==> config.mk <==
export PLATFORM = sky130hd
export DESIGN_NAME = fifo_stream_reader
export DESIGN_NICKNAME = d
export VERILOG_FILES = /design/src/rtl/fifo_stream_reader_pkg.sv /design/src/rtl/fifo_stream_reader_skid.sv /design/src/rtl/fifo_stream_reader.sv
export SDC_FILE = /design/constraint.sdc
export NUM_CORES = 1
export LEC_CHECK = 0
export ABC_AREA = 1
export CORE_ASPECT_RATIO = 0.6
export CORE_MARGIN = 2
export CORE_UTILIZATION = 30
export DETAILED_ROUTE_END_ITERATION = 10
export PLACE_DENSITY = 0.53
export SYNTH_ARGS = -nofsm -noshare
export SYNTH_HDL_FRONTEND = slang
export SYNTH_HIERARCHICAL = 1
export SYNTH_SLANG_ARGS = --single-unit
==> constraint.sdc <==
create_clock -name clk_i -period 2.9 [get_ports clk_i]
set_input_delay 0.725 -clock clk_i [delete_from_list [all_inputs] [get_ports clk_i]]
set_output_delay 0.725 -clock clk_i [all_outputs]
set_load 0.1 [all_outputs]
**Zoomed window**

Region (92, 53) to (112, 73) µm. Cells in gray, sequential cells in the stronger gray; small squares are vias.
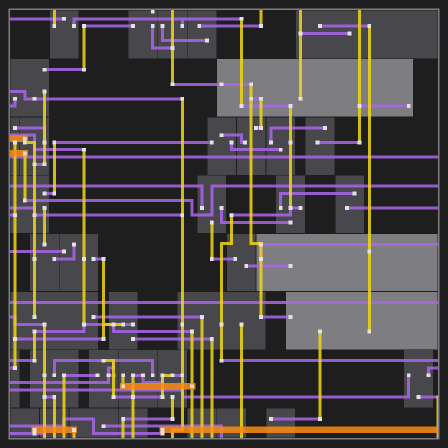
[yellow] metal 2
[orange] metal 3
[purple] metal 1
cells with their middle in the window: 36
most frequent: nand2_1 (15), inv_1 (6), nand3_1 (4)
sequential cells in the window: 3

**Clock wires, drivers and flops**

Scale: 6 px per µm.
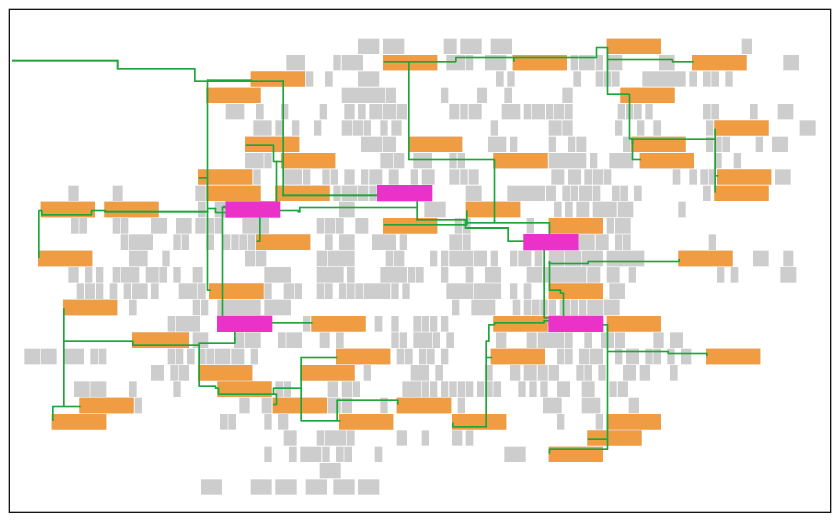
[magenta] clock drivers | count: 5
[green] clock wires | length: 738 µm
[orange] flip-flops | count: 49
flops lie: all over the die
Late-Pin Clk Latency: 300 ps
clock-net power: 582 µW
Clock Power Share: 0.174

**Placement by cell class**

Scale: 4 px per µm. Fill, decap, tap and diode cells in gray.
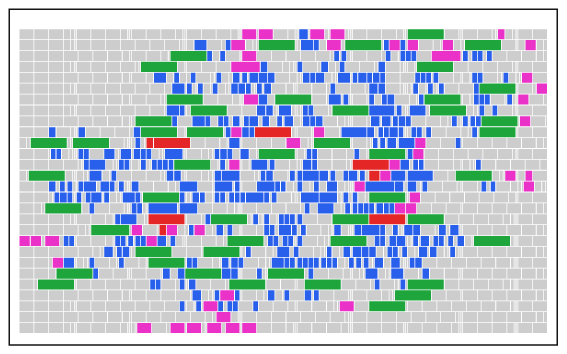
[red] clock drivers and dummy loads | cells: 8 | share of their area: 3.8%
[green] flops | cells: 49 | share of their area: 33%
[blue] combinational and other logic | cells: 372 | share of their area: 51%
[magenta] other buffers and delay cells | cells: 52 | share of their area: 12%
final core area utilization: 0.3858
post-route cell area: 3879 µm²
placeable core region: 10050 µm²

==> out/qor.rpt <==
STATUS
---------------------------------------------------------------------------------------
Status ................................................................... complete, but fails checks
Violated checks .......................................................... setup timing

DETAILED ROUTING
---------------------------------------------------------------------------------------
Router iterations before antenna repair ..................................            5
Post-detailed-routing wire length ........................................      7839 µm
Number of violations reported at the end of detailed-routing iteration 0 .          203
Vias post-DR .............................................................         2735

SETUP PATH
---------------------------------------------------------------------------------------
Cells on worst reg2reg path ..............................................           14
Top fanout value on the critical path ....................................            3
CP arrival ...............................................................      2330 ps

STA
---------------------------------------------------------------------------------------
Setup WS post-layout .....................................................    -155.4 ps
Post-Route Hold Slack ....................................................     440.7 ps
Total negative slack .....................................................    -155.4 ps
Number of pins with negative max-slew slack in the final report ..........            0
Hold Violations, Final ...................................................            0
Final setup violating endpoints ..........................................            1

CLOCKING
---------------------------------------------------------------------------------------
Clock buffers created by TritonCTS .......................................            5
Number of H-tree levels ..................................................            2
TritonCTS clock tree .....................................................        built
Number of buffers inserted for hold repair after clock tree synthesis ....            0
Root Driver ..............................................................    clkbuf_16

LAYOUT
---------------------------------------------------------------------------------------
Number of antenna repair diodes ..........................................            0
Layout cell share with drive strength beyond 1 ...........................       0.1726
Area Overhead vs Synth ...................................................       22.48%

GLOBAL ROUTING
---------------------------------------------------------------------------------------
Total global routing overflow ............................................            0
Overall fraction of global-route tracks in use ...........................       0.1492
First-pass GRT wire length ...............................................     13370 µm
Vias in the first global route ...........................................         2647

FLOORPLAN
---------------------------------------------------------------------------------------
Die footprint ............................................................    11420 µm²
Initial cell density of the core .........................................       0.3150
Width of the die .........................................................     136.6 µm

JOB
---------------------------------------------------------------------------------------
Max-cap violations .......................................................            0

LOGIC SYNTHESIS
---------------------------------------------------------------------------------------
Chip area from the yosys synthesis statistics ............................     3167 µm²
Yosys cell types .........................................................           33
Instance count of the mapped netlist .....................................          431
Number of warnings printed during yosys synthesis ........................            6

PLACE
---------------------------------------------------------------------------------------
Number of port buffers ...................................................           36
Pre-CTS worst setup slack ................................................    -543.0 ps

POWER AND IR DROP
---------------------------------------------------------------------------------------
Power density over cell area ............................................. 862.5 nW/µm²
Final Total Pwr ..........................................................      3345 µW

-- worst max-delay path, delay by kind of cell --
family | cells | cell delay, ps
and+or+nand+nor | 7 | 590
adders and majority gates | 1 | 510
buffers and inverters | 4 | 500
-- cell type report --
cell class | count | area (µm²)
Clock buffer | 5 | 125.1
Clock inverter | 3 | 17.52
Fill cell | 1041 | 6176
Inverter | 86 | 331.6
Multi-Input combinational cell | 286 | 1548
Sequential cell | 49 | 1227
Tap cell | 135 | 168.9
Timing Repair Buffer | 52 | 460.4
-- synthesized netlist by cell type --
master / count / area, µm²
o21ai_2: 9 / 78.83
buf_4: 1 / 7.510
nand2_2: 7 / 43.79
buf_2: 3 / 15.01
nor3_1: 4 / 20.02
fa_1: 1 / 20.02
nand4_1: 19 / 118.9
ha_1: 10 / 125.1
o21ai_0: 10 / 50.05
and2_0: 1 / 6.260
a21oi_1: 2 / 10.01
xor2_1: 4 / 35.03
inv_2: 4 / 15.01
o21bai_1: 1 / 7.510
o21ai_1: 6 / 30.03
clkinv_1: 1 / 3.750
nor3b_1: 1 / 7.510
nand2_1: 130 / 488.0
inv_1: 80 / 300.3
nand3_1: 35 / 175.2
nor2_8: 1 / 20.02
dfrtp_1: 49 / 1226
clkbuf_1: 1 / 3.750
nand3_4: 3 / 52.55
a21o_1: 1 / 7.510
nor2_2: 1 / 6.260
xnor2_1: 4 / 35.03
nor2_1: 27 / 101.4
inv_4: 1 / 6.260
nand2_4: 6 / 67.56
nor2_4: 1 / 11.26
buf_6: 5 / 56.30
o21a_1: 2 / 15.01
-- cells by family (layout without fill, tap and decap cells) --
kind of cell	after synthesis	count (layout)	share of synthesized area
xor+xnor	8	8	0.02212
fa+ha+maj	11	11	0.04583
flops	49	49	0.3872
simple gates	236	236	0.3532
compound gates	31	31	0.06282
buf+inv	96	146	0.1288
-- where the power goes --
group | leakage [µW] | internal (µW) | total [µW] | switching (µW)
clock | 0.0000696 | 317 | 582 | 265
sequential | 0.000633 | 868 | 1010 | 145
combinational | 0.00134 | 483 | 1750 | 1270
-- layout by cell type, fill, tap and decap left out, types with 2 or more instances in the layout --
master / instances
ha_1: 10
nor2_2: 3
nand2_4: 6
clkbuf_16: 5
inv_2: 6
nand3_1: 34
nand2_1: 128
nand2_2: 9
dfrtp_1: 48
xor2_1: 4
buf_12: 2
o21ai_1: 6
clkinv_2: 2
nand3_4: 3
clkdlybuf4s50_1: 20
nor3_1: 4
o21ai_2: 9
inv_1: 76
nand4_1: 19
o21a_1: 2
xnor2_1: 4
clkinvlp_4: 2
inv_4: 2
nor2_1: 25
a21oi_1: 2
buf_2: 2
buf_4: 28
o21ai_0: 10
-- repair_timing --
item / in CTS / in global routing
endpoints found under the setup margin: 1 / 1
resized: 9 / 2
pin swaps: 5 / 4
setup buffers: 3 / 2
-- per-layer routing --
layer | GRT usage | share of wire | up-vias
met1 | 0.2434 | 0.57 | 1245
met4 | 0.02557 | 0.0048 | 0
met2 | 0.1986 | 0.38 | 56
met3 | 0.02914 | 0.050 | 4
li1 | - | - | 1430
met5 | 0 | 0 | -
Power is estimated from default activity; no workload was simulated.
